--- src/rtl/matmul_pkg.sv ---
// Shared types and defaults for the matrix-multiply sequencer slice.
package matmul_pkg;

   typedef enum logic [1:0] {
      ST_IDLE  = 2'd0,
      ST_RUN   = 2'd1,
      ST_DRAIN = 2'd2,
      ST_DONE  = 2'd3
   } state_e;

   localparam int unsigned DEF_N      = 4;
   localparam int unsigned DEF_AW     = 10;
   localparam int unsigned DEF_CW     = 9;
   localparam int unsigned DEF_MCW    = 10;
   localparam int unsigned PIPE_DEPTH = 2;

   // Index counter width; a 1x1 matrix still needs a 1-bit counter.
   function automatic int unsigned idx_w(input int unsigned n);
      return (n > 1) ? $clog2(n) : 1;
   endfunction

endpackage

--- src/rtl/matmul_sequencer_if.sv ---
// Control bus between the sequencer and the RAM/MAC datapath plus its requester.
interface matmul_sequencer_if
   import matmul_pkg::*;
#(
   parameter int unsigned AW  = DEF_AW,
   parameter int unsigned CW  = DEF_CW,
   parameter int unsigned MCW = DEF_MCW
);
   logic           start;
   logic [AW-1:0]  addr_a;
   logic [AW-1:0]  addr_b;
   logic           mac_clear;
   logic           mac_en;
   logic           wren_c;
   logic [CW-1:0]  addr_c;
   logic           busy;
   logic           done;
   logic [MCW-1:0] mult_count;

   modport master (
      input  start,
      output addr_a, addr_b, mac_clear, mac_en, wren_c, addr_c, busy, done, mult_count
   );

   modport slave (
      output start,
      input  addr_a, addr_b, mac_clear, mac_en, wren_c, addr_c, busy, done, mult_count
   );
endinterface

--- src/rtl/matmul_index_counter.sv ---
// Nested i/j/k walker (k fastest) with registered first/last/final-index flags.
module matmul_index_counter #(
   parameter int unsigned N  = 4,
   parameter int unsigned IW = 2
) (
   input  logic          clock,
   input  logic          reset_n,
   input  logic          clear,
   input  logic          en,
   output logic [IW-1:0] i,
   output logic [IW-1:0] j,
   output logic [IW-1:0] k,
   output logic          first,
   output logic          last_k,
   output logic          wrap_all
);
   localparam logic [IW-1:0] MAX = IW'(N - 1);

   logic [IW-1:0] i_d, j_d, k_d;

   always_comb begin
      i_d = i;
      j_d = j;
      k_d = k;
      if (clear) begin
         i_d = '0;
         j_d = '0;
         k_d = '0;
      end else if (en) begin
         if (k == MAX) begin
            k_d = '0;
            if (j == MAX) begin
               j_d = '0;
               i_d = (i == MAX) ? '0 : i + IW'(1);
            end else begin
               j_d = j + IW'(1);
            end
         end else begin
            k_d = k + IW'(1);
         end
      end
   end

   // Flags are derived from the next indices so they line up with the registered counters.
   always_ff @(posedge clock or negedge reset_n) begin
      if (!reset_n) begin
         i        <= '0;
         j        <= '0;
         k        <= '0;
         first    <= 1'b1;
         last_k   <= (MAX == '0);
         wrap_all <= (MAX == '0);
      end else begin
         i        <= i_d;
         j        <= j_d;
         k        <= k_d;
         first    <= (k_d == '0);
         last_k   <= (k_d == MAX);
         wrap_all <= (i_d == MAX) && (j_d == MAX) && (k_d == MAX);
      end
   end
endmodule

--- src/rtl/matmul_sequencer.sv ---
// Walks (i,j,k) for an NxN multiply, drives A/B reads and MAC control, writes C.
module matmul_sequencer
   import matmul_pkg::*;
#(
   parameter int unsigned N   = DEF_N,
   parameter int unsigned AW  = DEF_AW,
   parameter int unsigned CW  = DEF_CW,
   parameter int unsigned MCW = DEF_MCW
) (
   input  logic               clock,
   input  logic               reset_n,
   matmul_sequencer_if.master bus
);
   localparam int unsigned IW = idx_w(N);
   localparam int unsigned PD = PIPE_DEPTH;

   if (longint'(N) * longint'(N) > (longint'(1) << CW)) begin : g_size_check
      $error("matmul_sequencer: N*N does not fit in the C address space");
   end

   state_e state_q, state_d;
   logic   accept_c, issue_c, idle_c;

   logic [IW-1:0] i, j, k;
   logic          first, last_k, wrap_all;

   logic [AW-1:0]  addr_a_q, addr_b_q;
   logic [CW-1:0]  addr_c_q;
   logic           wren_c_q, busy_q, done_q;
   logic [MCW-1:0] mult_count_q;

   logic [PD-1:0]  pipe_valid, pipe_first, pipe_last;
   logic [CW-1:0]  pipe_addr_c [PD];

   matmul_index_counter #(.N(N), .IW(IW)) u_index (
      .clock    (clock),
      .reset_n  (reset_n),
      .clear    (state_q == ST_IDLE),
      .en       (issue_c),
      .i        (i),
      .j        (j),
      .k        (k),
      .first    (first),
      .last_k   (last_k),
      .wrap_all (wrap_all)
   );

   always_ff @(posedge clock or negedge reset_n) begin
      if (!reset_n) state_q <= ST_IDLE;
      else          state_q <= state_d;
   end

   // DRAIN ends once the issue stage is empty; the remaining stages retire on their own.
   always_comb begin
      state_d  = state_q;
      accept_c = 1'b0;
      issue_c  = 1'b0;
      idle_c   = 1'b0;
      case (state_q)
         ST_IDLE: begin
            idle_c = 1'b1;
            if (bus.start) begin
               accept_c = 1'b1;
               state_d  = ST_RUN;
            end
         end
         ST_RUN: begin
            issue_c = 1'b1;
            if (wrap_all) state_d = ST_DRAIN;
         end
         ST_DRAIN: begin
            if (!pipe_valid[0]) state_d = ST_DONE;
         end
         ST_DONE: begin
            idle_c  = 1'b1;
            state_d = ST_IDLE;
         end
         default: state_d = ST_IDLE;
      endcase
   end

   always_ff @(posedge clock or negedge reset_n) begin
      if (!reset_n) begin
         addr_a_q     <= '0;
         addr_b_q     <= '0;
         addr_c_q     <= '0;
         wren_c_q     <= 1'b0;
         busy_q       <= 1'b0;
         done_q       <= 1'b0;
         mult_count_q <= '0;
         pipe_valid   <= '0;
         pipe_first   <= '0;
         pipe_last    <= '0;
         for (int s = 0; s < int'(PD); s++) pipe_addr_c[s] <= '0;
      end else begin
         if (issue_c) begin
            addr_a_q <= AW'(i) * AW'(N) + AW'(k);
            addr_b_q <= AW'(k) * AW'(N) + AW'(j);
         end else if (idle_c) begin
            addr_a_q <= '0;
            addr_b_q <= '0;
         end

         pipe_valid <= {pipe_valid[PD-2:0], issue_c};
         pipe_first <= {pipe_first[PD-2:0], issue_c & first};
         pipe_last  <= {pipe_last[PD-2:0],  issue_c & last_k};
         if (issue_c) pipe_addr_c[0] <= CW'(i) * CW'(N) + CW'(j);
         for (int s = 1; s < int'(PD); s++) pipe_addr_c[s] <= pipe_addr_c[s-1];

         wren_c_q <= pipe_last[PD-1];
         if (pipe_last[PD-1])  addr_c_q <= pipe_addr_c[PD-1];
         else if (idle_c)      addr_c_q <= '0;

         busy_q <= (state_q == ST_RUN) || (state_q == ST_DRAIN);
         done_q <= (state_q == ST_DONE);

         if (accept_c)                           mult_count_q <= '0;
         else if (issue_c && (mult_count_q != '1)) mult_count_q <= mult_count_q + MCW'(1);
      end
   end

   assign bus.addr_a     = addr_a_q;
   assign bus.addr_b     = addr_b_q;
   assign bus.mac_en     = pipe_valid[PD-1];
   assign bus.mac_clear  = pipe_first[PD-1];
   assign bus.wren_c     = wren_c_q;
   assign bus.addr_c     = addr_c_q;
   assign bus.busy       = busy_q;
   assign bus.done       = done_q;
   assign bus.mult_count = mult_count_q;
endmodule
--- src/flat_wrapper.sv ---
// flat-port wrapper written by rule: the top's interface ports become plain ports
module matmul_sequencer_flat import matmul_pkg::*;
#(
   parameter int unsigned N   = DEF_N,
   parameter int unsigned AW  = DEF_AW,
   parameter int unsigned CW  = DEF_CW,
   parameter int unsigned MCW = DEF_MCW
)
  (clock, reset_n, bus_start, bus_addr_a, bus_addr_b, bus_mac_clear, bus_mac_en, bus_wren_c, bus_addr_c, bus_busy, bus_done, bus_mult_count);
  matmul_sequencer_if #(.AW(AW), .CW(CW), .MCW(MCW)) bus_i ();
  input  logic clock;
  input  logic reset_n;
  input wire logic [$bits(bus_i.start)-1:0] bus_start;
  output wire logic [$bits(bus_i.addr_a)-1:0] bus_addr_a;
  output wire logic [$bits(bus_i.addr_b)-1:0] bus_addr_b;
  output wire logic [$bits(bus_i.mac_clear)-1:0] bus_mac_clear;
  output wire logic [$bits(bus_i.mac_en)-1:0] bus_mac_en;
  output wire logic [$bits(bus_i.wren_c)-1:0] bus_wren_c;
  output wire logic [$bits(bus_i.addr_c)-1:0] bus_addr_c;
  output wire logic [$bits(bus_i.busy)-1:0] bus_busy;
  output wire logic [$bits(bus_i.done)-1:0] bus_done;
  output wire logic [$bits(bus_i.mult_count)-1:0] bus_mult_count;
  assign bus_i.start = bus_start;
  assign bus_addr_a = bus_i.addr_a;
  assign bus_addr_b = bus_i.addr_b;
  assign bus_mac_clear = bus_i.mac_clear;
  assign bus_mac_en = bus_i.mac_en;
  assign bus_wren_c = bus_i.wren_c;
  assign bus_addr_c = bus_i.addr_c;
  assign bus_busy = bus_i.busy;
  assign bus_done = bus_i.done;
  assign bus_mult_count = bus_i.mult_count;
  matmul_sequencer #(.N(N), .AW(AW), .CW(CW), .MCW(MCW)) u_core (.clock(clock), .reset_n(reset_n), .bus(bus_i));
endmodule
--- config.mk ---
export PLATFORM = sky130hd
export DESIGN_NAME = matmul_sequencer_flat
export DESIGN_NICKNAME = d
export VERILOG_FILES = /design/src/rtl/matmul_pkg.sv /design/src/rtl/matmul_sequencer_if.sv /design/src/rtl/matmul_index_counter.sv /design/src/rtl/matmul_sequencer.sv /design/src/flat_wrapper.sv
export SDC_FILE = /design/constraint.sdc
export NUM_CORES = 1
export LEC_CHECK = 0
export ABC_AREA = 1
export ABC_CLOCK_PERIOD_IN_PS = 1900
export CAP_MARGIN = 30
export CORE_UTILIZATION = 42
export DETAILED_ROUTE_END_ITERATION = 10
export GPL_ROUTABILITY_DRIVEN = 0
export GPL_TIMING_DRIVEN = 1
export MAX_ROUTING_LAYER = met4
export PLACE_DENSITY = 0.72
export SLEW_MARGIN = 5
export SYNTH_ARGS = -nofsm -noshare
export SYNTH_HDL_FRONTEND = slang
export SYNTH_SLANG_ARGS = --single-unit
--- constraint.sdc ---
create_clock -name clock -period 1.9 [get_ports clock]
set_input_delay 0.38 -clock clock [delete_from_list [all_inputs] [get_ports clock]]
set_output_delay 0.38 -clock clock [all_outputs]
set_load 0.02 [all_outputs]
==> run summary <==
From the run reports.

- The run finished with clean final reports.
- The smallest setup slack after layout reads 0.101 ns.
- The global-route wire length before repair reads 6.67 mm.
- The register with the most flip-flops in the layout has 10 of them.
- STA puts the critical path data required time at 1.52 ns.
- By area, the combinational part of the netlist is dominated by simple AND/OR/NAND/NOR gates.
- Per the timing report, the biggest fanout along the worst path comes to 6.
- The fraction of synthesized cell area taken by the top area cell type is 0.530.
- Post-CTS repair changed the size of 0 cells.
- Detailed-route iteration 0 reported a violation count of just under 70.
- The number of warnings printed during yosys synthesis reads 0.
- The layout summary lists the proportion of cells stronger than drive strength 1 as 0.100.
- Setup repair after global routing left no endpoint under its margin.
- The most used flip-flop cell reads dfrtp_1.
- Multi-input combinational cells in the finished layout were counted as 165.
- The family of cells with the greatest summed delay on the critical path reads buffers and inverters.
- The multi-input logic area reads 818 sq um.
- The share of async-settable or async-resettable flops after synthesis is 1.00.
- The source of the worst register-to-register timing path is u_core.state_q[1].
- Of the available clock period, the critical path in the final layout requires 0.947.
- The total detailed-routing wirelength reads 3.87 mm.
- The compound-gate portion of the synthesized area reads 0.0620.
- The insertion delay of the later-clocked pin in the worst-skew pair is 0.31 ns.
- Buffers inserted during clock tree synthesis total 5.
- Walking the worst path, the cells encountered are clkdlybuf4s50_1.
- The maximum ir drop on the vdd rail reads 462 uV.
- The number of maximum-capacitance violations recorded for the run is 0.
- The delay of the slowest cell on the worst path reads around 0.65 ns.
- The final layout report lists a clock buffer count of 6.
- The count of instantiated cells in the yosys netlist is around 240.
- The unique cell type count in the Yosys netlist is 24.
- The flow reports power dissipated in sequential cells as 1.36 mW.
- In this run the most used layer during global routing was met2.
- The cell sitting at the root of the clock tree is a clkbuf_8.
- The fraction of power consumed by the clock network reads 0.234.
- The sum of negative setup slack reads 0 ns.
- The worst setup path is of the register to output port kind.
- The fraction of cell area in multi-input combinational cells is reported as 0.307.
- The power density relative to cell area reads between 1000 and 1500 nW/um^2.
- The uppermost layer routed reads met4.
- The maximum level of the CTS H-tree is 2.
- The sequential element share of the synthesized area is 0.542.
- The TritonCTS clock tree reads yes.
- In this run the core area contains 26 standard-cell rows.
- The share of total power dissipated in sequential elements is 0.418.
- The clock-pin slew on the worst setup and hold paths is 0.08 ns.
- Summing internal, switching and leakage power gives about 3.3 mW.
- The total via count in the routed design reads 1556.
- The depth of the worst register-to-register path reads 9.
- The number of nets at the end of the flow is 291.
- The die area reads 5580 sq um.
- The dominant cell by count in the synthesized netlist reads nand2_1.
- Per the post-route antenna check, the number of violating nets is 0.
- The start point of the worst min-delay path is u_core.pipe_first[0].
- The total instance count after detailed placement reads about 340.
- The instance count along the most critical hold path is 0.
- Across every metal layer, demand over resource in global routing totals 0.164.
- The non-clock buffer total of the final layout reads 35.
- Per the layout report, the design carries 490 filler cells.
- The leakage power is about 1.3 nW.
- The most critical setup path has its startpoint at u_core.bus.mult_count[4].
- The final number of max-transition violations is 0.
- The commonest cells after synthesis are nand2_1, dfrtp_1, inv_1, nand3_1, buf_4.
- Summing all placed instances gives a cell area of 2530 sq um.
- The number of failing hold endpoints at the final stage reads 0.
- The post-synthesis xor/xnor area fraction is 0.00395.
- The met1 track utilization from global routing reads 0.211.
- The capture point of the worst path is bus_mult_count[4].
- The cell area after layout reads 2660 sq um.
- Summing all multiplexer cells gives an area fraction of 0.
- The endpoint identified for the worst register-to-register timing path is u_core.u_index.wrap_all.
- By area the synthesized netlist is led by dfrtp_1, nand2_1, buf_4.
- The wire length on met1 reads between 1.5 and 2 mm.
- The time the final worst path needs with I/O delays and setup is ~1.8 ns.
Clock distribution:
Drawn at 6 px/um.
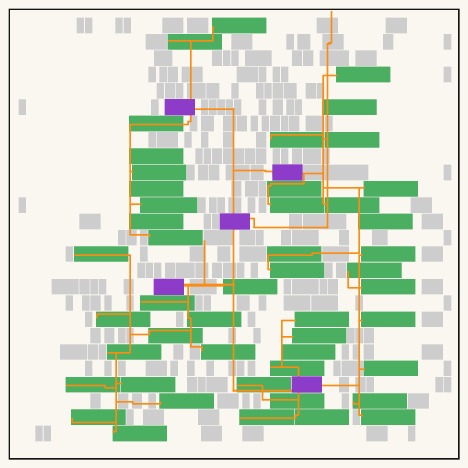
- clock wires: orange (length 507 um)
- clock-net drivers: purple (count 5)
- flip-flops: green (count 48)
- routed clock nets: 6

Cells coloured by class:
Drawn at 4 px/um. Fill, decap, tap and diode cells in grey.
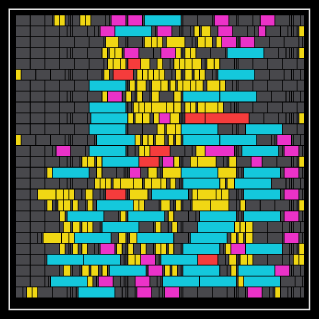
- sequential cells: cyan (cells 48)
- remaining logic cells: yellow (cells 188)
- remaining buffers and delay cells: magenta (cells 35)
- clock drivers and dummy loads: red (cells 8)

Signal wires on met2:
Drawn at 6 px/um. Cells faint in the background.
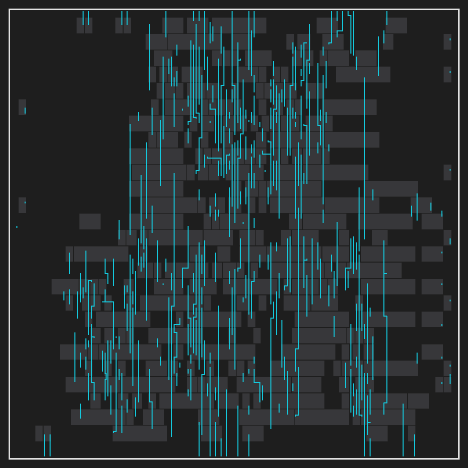
- wire length on this layer: 1820 um
- longest straight run: 26.9 um

Wires at chosen ports, followed through buffers:
Drawn at 4 px/um.
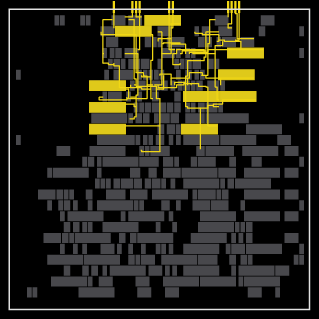
- bus_mult_count: yellow (bits 10; direction output; edge top; end cells 10; buffers 10; wire 513 um)

Power and IR drop assume default switching activity.
